run_1/met1.png
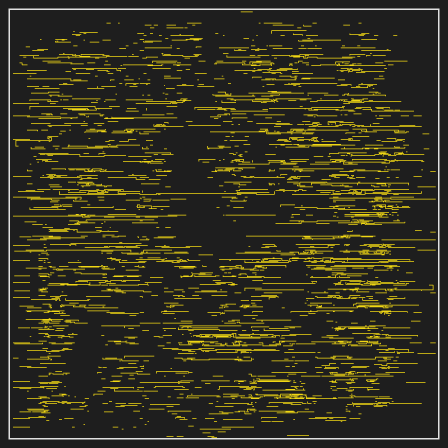
run_1/clock_map.png
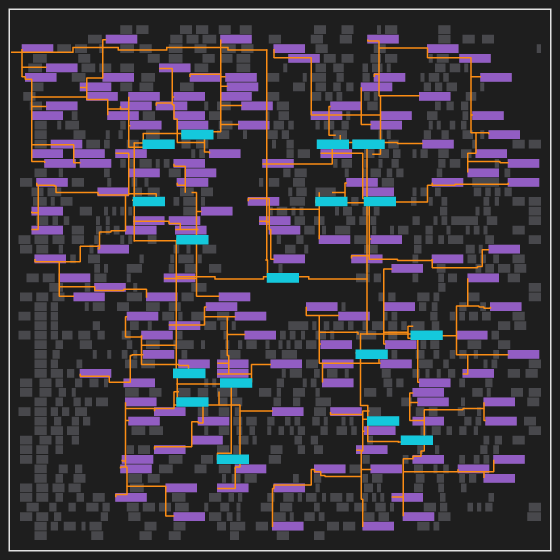
run_1/registers.png
Other sequential cells in the stronger grey, the rest of the logic in the fainter grey.
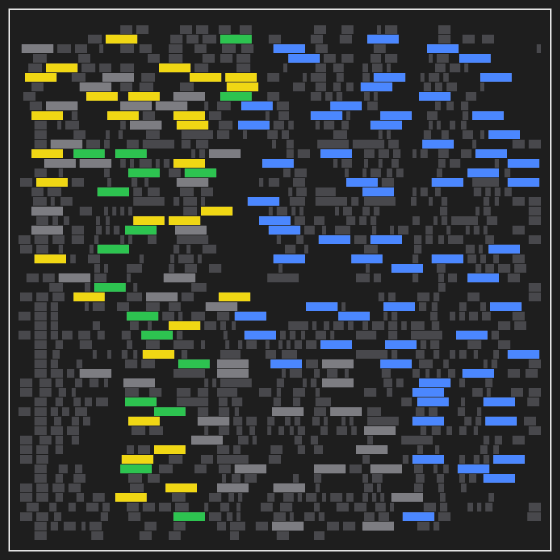
run_1/final_congestion.png
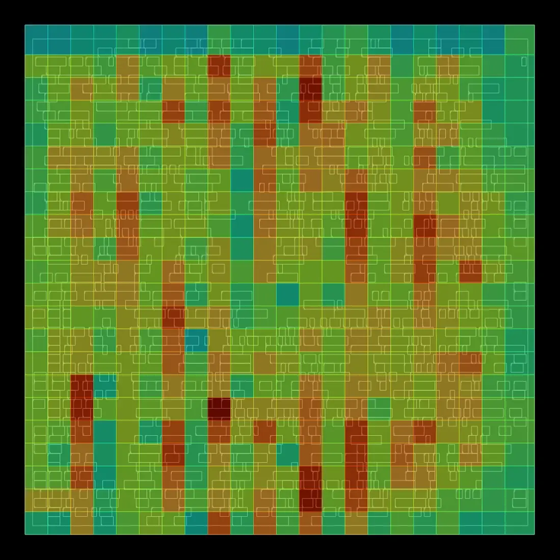
File: src/rtl/rv_isa_pkg.sv
// RV64 ISA constants shared by the instruction encoder and the immediate benches:
// major opcodes, the encoder's format selector and the immediate range limits.
package rv_isa_pkg;

    localparam logic [6:0] OPC_LOAD   = 7'b0000011;
    localparam logic [6:0] OPC_STORE  = 7'b0100011;
    localparam logic [6:0] OPC_BRANCH = 7'b1100011;
    localparam logic [6:0] OPC_OPIMM  = 7'b0010011;

    typedef enum logic [1:0] {
        FMT_LOAD   = 2'b00,
        FMT_STORE  = 2'b01,
        FMT_BRANCH = 2'b10,
        FMT_OPIMM  = 2'b11
    } fmt_e;

    // Signed byte-offset limits; branches additionally need an even offset.
    localparam int signed IMM_IS_MIN = -2048;
    localparam int signed IMM_IS_MAX = 2047;
    localparam int signed IMM_B_MIN  = -4096;
    localparam int signed IMM_B_MAX  = 4094;

    function automatic logic [6:0] fmt_opcode(input fmt_e fmt);
        logic [6:0] opc;
        unique case (fmt)
            FMT_LOAD:   opc = OPC_LOAD;
            FMT_STORE:  opc = OPC_STORE;
            FMT_BRANCH: opc = OPC_BRANCH;
            default:    opc = OPC_OPIMM;
        endcase
        return opc;
    endfunction

    // I-type formats place rd in [11:7]; S/B place immediate bits there instead.
    function automatic logic fmt_has_rd(input fmt_e fmt);
        return (fmt == FMT_LOAD) || (fmt == FMT_OPIMM);
    endfunction

endpackage

File: src/rtl/imm_pack.sv
// Scatters a signed immediate into its I/S/B bit positions of a 32-bit word
// (all other bits zero) and flags values the chosen format cannot represent.
module imm_pack
    import rv_isa_pkg::*;
#(
    parameter int unsigned xlen = 64
) (
    input  fmt_e                   fmt_i,
    input  logic signed [xlen-1:0] imm_i,
    output logic        [31:0]     imm_bits_o,
    output logic                   err_o
);

    // Limits widened to the full datapath so the compare sees every upper bit.
    localparam logic signed [xlen-1:0] LIM_IS_MIN = xlen'(IMM_IS_MIN);
    localparam logic signed [xlen-1:0] LIM_IS_MAX = xlen'(IMM_IS_MAX);
    localparam logic signed [xlen-1:0] LIM_B_MIN  = xlen'(IMM_B_MIN);
    localparam logic signed [xlen-1:0] LIM_B_MAX  = xlen'(IMM_B_MAX);

    logic is_range_bad;
    logic b_range_bad;

    // Range checks are computed for both families; the format picks one.
    always_comb begin
        is_range_bad = (imm_i < LIM_IS_MIN) || (imm_i > LIM_IS_MAX);
        b_range_bad  = (imm_i < LIM_B_MIN) || (imm_i > LIM_B_MAX) || imm_i[0];
    end

    // Bit scatter per format; out-of-range values still pack their low bits.
    always_comb begin
        imm_bits_o = '0;
        err_o      = 1'b0;
        unique case (fmt_i)
            FMT_STORE: begin
                imm_bits_o = {imm_i[11:5], 13'b0, imm_i[4:0], 7'b0};
                err_o      = is_range_bad;
            end
            FMT_BRANCH: begin
                imm_bits_o = {imm_i[12], imm_i[10:5], 13'b0, imm_i[4:1], imm_i[11], 7'b0};
                err_o      = b_range_bad;
            end
            default: begin
                imm_bits_o = {imm_i[11:0], 20'b0};
                err_o      = is_range_bad;
            end
        endcase
    end

endmodule

File: src/rtl/instr_encoder.sv
// Two-stage RV64 instruction encoder for the program-loader path. Stage 1
// captures the decoded fields with the packed immediate and its range flag;
// stage 2 holds the assembled word for the downstream handshake. Words leave
// at an auto-incrementing address; range violations are flagged, never dropped.
module instr_encoder
    import rv_isa_pkg::*;
#(
    parameter int unsigned     xlen      = 64,
    parameter logic [xlen-1:0] base_addr = '0
) (
    input  logic                   clk,
    input  logic                   rstn,
    input  logic                   clear,
    input  logic                   in_valid,
    output logic                   in_ready,
    input  logic [1:0]             in_fmt,
    input  logic [4:0]             in_rd,
    input  logic [4:0]             in_rs1,
    input  logic [4:0]             in_rs2,
    input  logic [2:0]             in_funct3,
    input  logic signed [xlen-1:0] in_imm,
    output logic                   out_valid,
    input  logic                   out_ready,
    output logic [31:0]            out_instr,
    output logic [xlen-1:0]        out_addr,
    output logic                   out_err,
    output logic [15:0]            out_count
);

    // Stage 1 registers
    logic            s1_vld_q,  s1_vld_d;
    fmt_e            s1_fmt_q,  s1_fmt_d;
    logic [4:0]      s1_rd_q,   s1_rd_d;
    logic [4:0]      s1_rs1_q,  s1_rs1_d;
    logic [4:0]      s1_rs2_q,  s1_rs2_d;
    logic [2:0]      s1_f3_q,   s1_f3_d;
    logic [31:0]     s1_imm_q,  s1_imm_d;
    logic            s1_err_q,  s1_err_d;

    // Stage 2 registers and the output bookkeeping
    logic            s2_vld_q,   s2_vld_d;
    logic [31:0]     s2_instr_q, s2_instr_d;
    logic            s2_err_q,   s2_err_d;
    logic [xlen-1:0] addr_q,     addr_d;
    logic [15:0]     count_q,    count_d;

    fmt_e            in_fmt_e;
    logic [31:0]     pack_bits;
    logic            pack_err;
    logic            out_fire;
    logic            s2_load;
    logic            s1_adv;
    logic            in_fire;
    logic [31:0]     asm_word;

    assign in_fmt_e = fmt_e'(in_fmt);

    imm_pack #(
        .xlen (xlen)
    ) u_imm_pack (
        .fmt_i      (in_fmt_e),
        .imm_i      (in_imm),
        .imm_bits_o (pack_bits),
        .err_o      (pack_err)
    );

    // Handshake: S2 frees when empty or accepted; S1 frees when empty or moving on.
    always_comb begin
        out_fire = s2_vld_q && out_ready;
        s2_load  = !s2_vld_q || out_ready;
        s1_adv   = s1_vld_q && s2_load;
        in_ready = !s1_vld_q || s1_adv;
        in_fire  = in_valid && in_ready;
    end

    // Word assembly from the stage 1 fields; rd only exists in I-type words.
    always_comb begin
        asm_word        = s1_imm_q;
        asm_word[19:15] = s1_rs1_q;
        asm_word[14:12] = s1_f3_q;
        asm_word[6:0]   = fmt_opcode(s1_fmt_q);
        if (fmt_has_rd(s1_fmt_q)) begin
            asm_word[11:7] = s1_rd_q;
        end else begin
            asm_word[24:20] = s1_rs2_q;
        end
    end

    // Next-state selection; clear overrides every handshake in the same cycle.
    always_comb begin
        s1_vld_d   = s1_vld_q;
        s1_fmt_d   = s1_fmt_q;
        s1_rd_d    = s1_rd_q;
        s1_rs1_d   = s1_rs1_q;
        s1_rs2_d   = s1_rs2_q;
        s1_f3_d    = s1_f3_q;
        s1_imm_d   = s1_imm_q;
        s1_err_d   = s1_err_q;
        s2_vld_d   = s2_vld_q;
        s2_instr_d = s2_instr_q;
        s2_err_d   = s2_err_q;
        addr_d     = addr_q;
        count_d    = count_q;

        if (clear) begin
            s1_vld_d = 1'b0;
            s2_vld_d = 1'b0;
            addr_d   = base_addr;
            count_d  = '0;
        end else begin
            if (in_ready) begin
                s1_vld_d = in_valid;
            end
            if (in_fire) begin
                s1_fmt_d = in_fmt_e;
                s1_rd_d  = in_rd;
                s1_rs1_d = in_rs1;
                s1_rs2_d = in_rs2;
                s1_f3_d  = in_funct3;
                s1_imm_d = pack_bits;
                s1_err_d = pack_err;
            end
            if (s2_load) begin
                s2_vld_d = s1_vld_q;
            end
            if (s1_adv) begin
                s2_instr_d = asm_word;
                s2_err_d   = s1_err_q;
            end
            if (out_fire) begin
                addr_d  = addr_q + xlen'(4);
                count_d = (count_q == 16'hFFFF) ? count_q : count_q + 16'd1;
            end
        end
    end

    // State registers; reset drops every in-flight word and rewinds the address.
    always_ff @(posedge clk or negedge rstn) begin
        if (!rstn) begin
            s1_vld_q   <= 1'b0;
            s1_fmt_q   <= FMT_LOAD;
            s1_rd_q    <= '0;
            s1_rs1_q   <= '0;
            s1_rs2_q   <= '0;
            s1_f3_q    <= '0;
            s1_imm_q   <= '0;
            s1_err_q   <= 1'b0;
            s2_vld_q   <= 1'b0;
            s2_instr_q <= '0;
            s2_err_q   <= 1'b0;
            addr_q     <= base_addr;
            count_q    <= '0;
        end else begin
            s1_vld_q   <= s1_vld_d;
            s1_fmt_q   <= s1_fmt_d;
            s1_rd_q    <= s1_rd_d;
            s1_rs1_q   <= s1_rs1_d;
            s1_rs2_q   <= s1_rs2_d;
            s1_f3_q    <= s1_f3_d;
            s1_imm_q   <= s1_imm_d;
            s1_err_q   <= s1_err_d;
            s2_vld_q   <= s2_vld_d;
            s2_instr_q <= s2_instr_d;
            s2_err_q   <= s2_err_d;
            addr_q     <= addr_d;
            count_q    <= count_d;
        end
    end

    assign out_valid = s2_vld_q;
    assign out_instr = s2_instr_q;
    assign out_err   = s2_err_q;
    assign out_addr  = addr_q;
    assign out_count = count_q;

endmodule

File: config.mk
export PLATFORM = sky130hd
export DESIGN_NAME = instr_encoder
export DESIGN_NICKNAME = d
export VERILOG_FILES = /design/src/rtl/rv_isa_pkg.sv /design/src/rtl/imm_pack.sv /design/src/rtl/instr_encoder.sv
export SDC_FILE = /design/constraint.sdc
export NUM_CORES = 1
export LEC_CHECK = 0
export CELL_PAD_IN_SITES_DETAIL_PLACEMENT = 1
export CELL_PAD_IN_SITES_GLOBAL_PLACEMENT = 2
export CORE_MARGIN = 2
export CORE_UTILIZATION = 32
export CTS_BUF_LIST = sky130_fd_sc_hd__clkbuf_16
export CTS_CLUSTER_DIAMETER = 100
export DETAILED_ROUTE_END_ITERATION = 12
export PLACE_DENSITY_LB_ADDON = 0.1
export SYNTH_ARGS = -nofsm -noshare
export SYNTH_HDL_FRONTEND = slang
export SYNTH_SLANG_ARGS = --single-unit
File: constraint.sdc
create_clock -name clk -period 5.9 [get_ports clk]
set_input_delay 1.475 -clock clk [delete_from_list [all_inputs] [get_ports clk]]
set_output_delay 1.475 -clock clk [all_outputs]
set_load 0.05 [all_outputs]
==> impl_metrics.ini, run 1 <==
; flow metrics
[outcome]
status = complete, no violations

[sta]
fmax_mhz = 219
post-route-min-period_ns = 4.57
rsz0062_at_grt = false

[synth]
ys_warn_count = 0
synth_top_area_share = 0.516
topCombFamilyByArea = simple AND/OR/NAND/NOR gates
top_cells_by_count = dfrtp_1 (148), nor2_1 (80), nand2_1 (51), nand4_1 (46), a21oi_1 (38)
synthMuxAreaShare = 0.0888
topCellsByArea = dfrtp_1 (52%), mux2_2 (5.6%), nor2_1 (4.2%)

[setup_path]
slowest_stage = clkdlybuf4s50_1
endpoint = in_ready
startpoint_type = input pin
setup.worst_path.end_class = primary output
critPathMaxFanout = 5

[grt]
grt_usage = 0.183

[die]
tap_cells = 280
core_um2 = 22000

[power]
intPower_mw = 1.91
maxPowerGroup = registers
p_comb_frac = 0.206
pg_seq_mw = 1.16

[cells_and_area]
seq_share = 0.369
nClkBuffers = 17
clk_share = 0.0605
largest_class = flip-flops and latches
syn_to_final_growth_pct = 39.6
nNonClkBuffers = 206
Notes on met1.png above:
longest straight run: 35.9 um
share of all routed wire: 42%
wire length on this layer: 8730 um

Notes on clock_map.png above:
legend:
  cells driving clock nets:
    colour: cyan
    count: 17
  flip-flops:
    colour: purple
    count: 148
  clock wires:
    colour: orange
    length: 2140 um
flops lie: spread over the die
routed clock nets: 18

Notes on registers.png above:
legend:
  s1_imm_q:
    colour: green
    flops: 17
  out_instr:
    colour: yellow
    flops: 29
  out_addr:
    colour: blue
    flops: 62
not coloured: 40

Notes on final_congestion.png above:
WL per Instance: 17.6 um
Util after Layout: 0.457
gr busiest metal: met2

## run 1: placed cells by master (no fill, tap or decap), drive strengths merged, types with 5 or more instances in the layout
master and n:
o31ai 12, a21oi 38, inv 15, ha 6
mux2 46, xnor2 16, nand2 52, o21ai 31
clkdlybuf4s50 197, clkinv 6, and3 6, and4 7
or3 15, dfrtp 148, or4 11, nor2 80
clkbuf 17, nor4 23, xor2 30, nand4 50
buf 9, nor3 11, mux2i 12, and2 6
or2 5, nand3 31
## run 1: worst min-delay path, stage by stage (launching register included)
cell and delay, ns:
dfrtp_1 0.35, nand2_1 0.05, o21ai_0 0.06
## run 1: logic make-up after synthesis
family,after synthesis
other,1
muxes,58
adders and majority gates,6
DFF,148
buffers and inverters,43
xor gates and xnor gates,46
and+or+nand+nor,313
AOI/OAI and AO/OA,84
==> inputs of run 2 (changes only) <==
Settings changed: CORE_UTILIZATION 32 to 27.
Clock period 5.9 ns to 4.05 ns, I/O delays scaled along.
run_2/clock_map.png
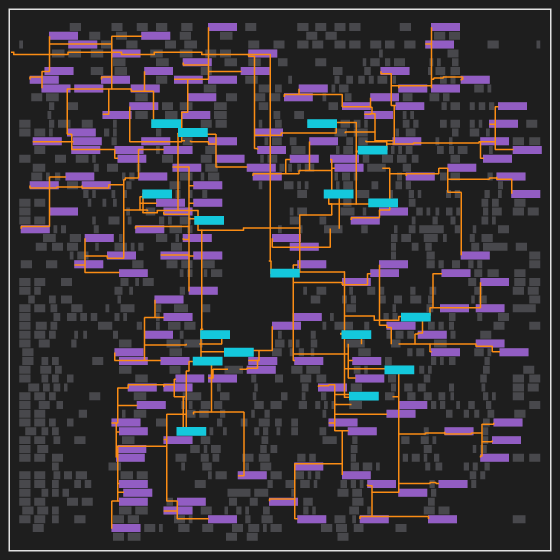
legend:
  clock wires:
    colour: orange
    length: 2340 um
  cells driving clock nets:
    colour: cyan
    count: 17
  flip-flops:
    colour: purple
    count: 148
flops lie: spread over the die

run_2/met1.png
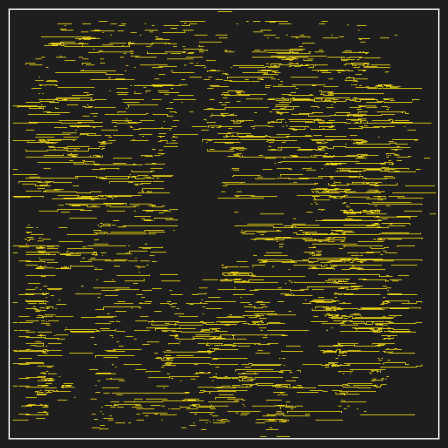
main direction: horizontal
longest straight run: 36.3 um
wire length on this layer: 9240 um
routed wire length: 21900 um
via count: 6153
GRT met1 Usage: 0.195

run_2/registers.png
Other sequential cells in the stronger grey, the rest of the logic in the fainter grey.
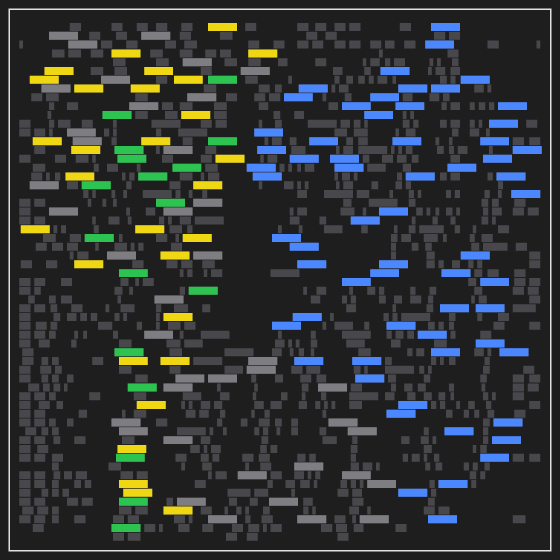
legend:
  out_instr:
    colour: yellow
    flops: 29
  s1_imm_q:
    colour: green
    flops: 17
  out_addr:
    colour: blue
    flops: 62

==> run 2 against run 1 <==
Effect of this change: global-route usage shrank 1.9 points; critical endpoint unchanged; clock skew grew 0.0022 ns; area after synthesis is the same; highest routed layer is now met5; combinational power grew 47%; critical path depth is the same; cell count grew 5.0%.
==> impl_metrics.ini, run 2 <==
; flow metrics
[sta]
rsz0062_at_grt = false
finalSetupTns_ns = 0
fmax_mhz = 272

[cells_and_area]
fin_nets = 991
syn_to_final_growth_pct = 41.4
final_common_cell = clkdlybuf4s50_1
nClkBuffers = 17
nNonClkBuffers = 210
seq_share = 0.365
largest_class = flip-flops and latches
layout_top_cells = clkdlybuf4s50_1 (197), dfrtp_1 (148), nor2_1 (80)

[setup_path]
setup.worst_path.end_class = primary output
critPathMaxFanout = 5
startpoint_type = input pin

[synth]
numSynthFlops = 148
ys_warn_count = 0
topCombFamilyByArea = simple AND/OR/NAND/NOR gates
top_cells_by_count = dfrtp_1 (148), nor2_1 (80), nand2_1 (51), nand4_1 (46), a21oi_1 (38)
synth_top_area_share = 0.516
syn_area_per_cell_um2 = 10.3
synthMuxAreaShare = 0.0888

[die]
core_um2 = 26100

[grt]
top_usage_layer = met2
grt_usage = 0.164

[power]
p_comb_frac = 0.206
intPower_mw = 2.79
maxPowerGroup = registers
pg_seq_mw = 1.69

[outcome]
status = complete, no violations

[detailed_routing]
routedWlPerCell_um = 17.6
-- run 2: metrics by stage --
stage / utilization / area [um^2]
3_5_place_dp: 0.366 / 9540
5_1_grt: 0.390 / 10200
6_report: 0.390 / 10200
2_1_floorplan: - / 7190
3_3_place_gp: 0.366 / 9540
4_1_cts: 0.390 / 10200
-- run 2: worst max path at each step --
stage                       to  startpoint  slack (ns)  cells after the start
floorplan           s1_f3_q[0]   out_ready        1.36                      5
global placement      in_ready   out_ready        0.39                      4
detailed placement    in_ready   out_ready        0.37                      4
CTS                   in_ready   out_ready        0.36                      4
global route          in_ready   out_ready        0.28                      4
finish                in_ready   out_ready        0.37                      4
-- run 2: worst max-delay path, cell delays in order --
cell and delay, ns:
clkdlybuf4s50_1 0.50, nor2b_1 0.31, nand2_1 0.12, clkdlybuf4s50_1 0.71
==> inputs of run 3 (changes only) <==
Settings changed: REMOVE_ABC_BUFFERS from default to 1.
run_3/met1.png
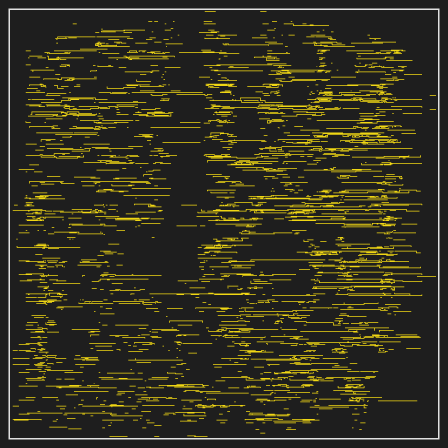
main direction: horizontal
longest straight run: 38.6 um
nets with wire on the layer: 868
share of all routed wire: 42%
via count: 6162
GRT met1 Usage: 0.192
routed wire length: 22100 um

run_3/registers.png
Other sequential cells in the stronger grey, the rest of the logic in the fainter grey.
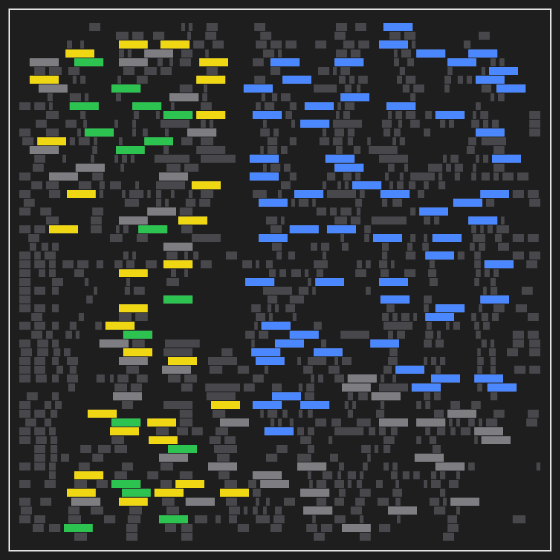
legend:
  out_addr:
    colour: blue
    flops: 62
  s1_imm_q:
    colour: green
    flops: 17
  out_instr:
    colour: yellow
    flops: 29
not coloured: 40
Util after Layout: 0.391
flop share of the area: 0.364
seq pwr: 1.69 mW
Reg area: 3700 um^2

run_3/port_nets.png
Bar = 50 um.
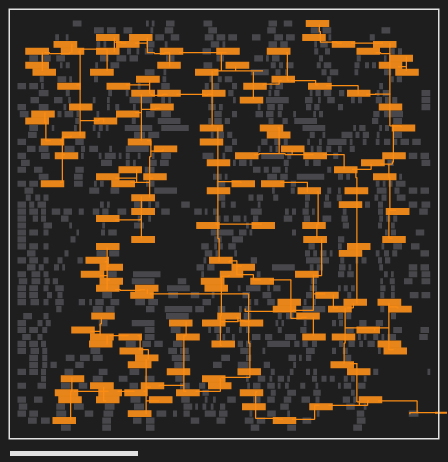
legend:
  rstn:
    colour: orange
    bits: 1
    direction: input
    end_cells: 148
    buffers: 3
    wire: 1430 um
IO Pins: 204
PortBufs: 199

==> run 3 against run 2 <==
Effect of this change: die size is the same; total power grew 4.0%; register-to-register slack gained 0.03 ns; sequential power is essentially flat.
==> impl_metrics.ini, run 3 <==
; flow metrics
[cells_and_area]
fin_nets = 990
final_cell_area_um2 = 10200
syn_to_final_growth_pct = 41.8
final_common_cell = clkdlybuf4s50_1

[synth]
synthMuxAreaShare = 0.0888
topCellsByArea = dfrtp_1 (52%), mux2_2 (5.6%), nor2_1 (4.2%)
numSynthFlops = 148
topCombFamilyByArea = simple AND/OR/NAND/NOR gates
synth_top_area_share = 0.516
syn_area_per_cell_um2 = 10.3

[sta]
finalSetupTns_ns = 0
rsz0062_at_grt = false
fmax_mhz = 273

[setup_path]
critPathMaxStageDelay_ns = 0.72
critPathLaunch = out_ready
setup.worst_path.end_class = primary output
startpoint_type = input pin
critPathMaxFanout = 5

[grt]
top_usage_layer = met2

[power]
maxPowerGroup = the clock network
p_comb_frac = 0.199

[outcome]
status = complete, no violations
==> run 3: cell counts after synthesis <==
Identical to the previous run, type by type.
==> run 3: cell type report <==
| cell class | count | area share |
|---|---|---|
| Sequential cell | 148 | 0.364 |
| Multi-Input combinational cell | 511 | 0.324 |
| Timing Repair Buffer | 209 | 0.205 |
| Clock buffer | 17 | 0.0418 |
| Tap cell | 335 | 0.0411 |
| Clock inverter | 14 | 0.0220 |
| Inverter | 8 | 0.00295 |
==> run 3: critical path, delay by kind of cell <==
family        cells  cell delay [ns]
simple gates      2             0.42
buf+inv           2             1.22
==> run 3: kinds of logic after synthesis <==
family,count (synthesis)
fa+ha+maj,6
flops,148
xor+xnor,46
compound gates,84
mux,58
other cells,1
buf+inv,43
simple gates,313
Power is estimated from default activity; no workload was simulated.
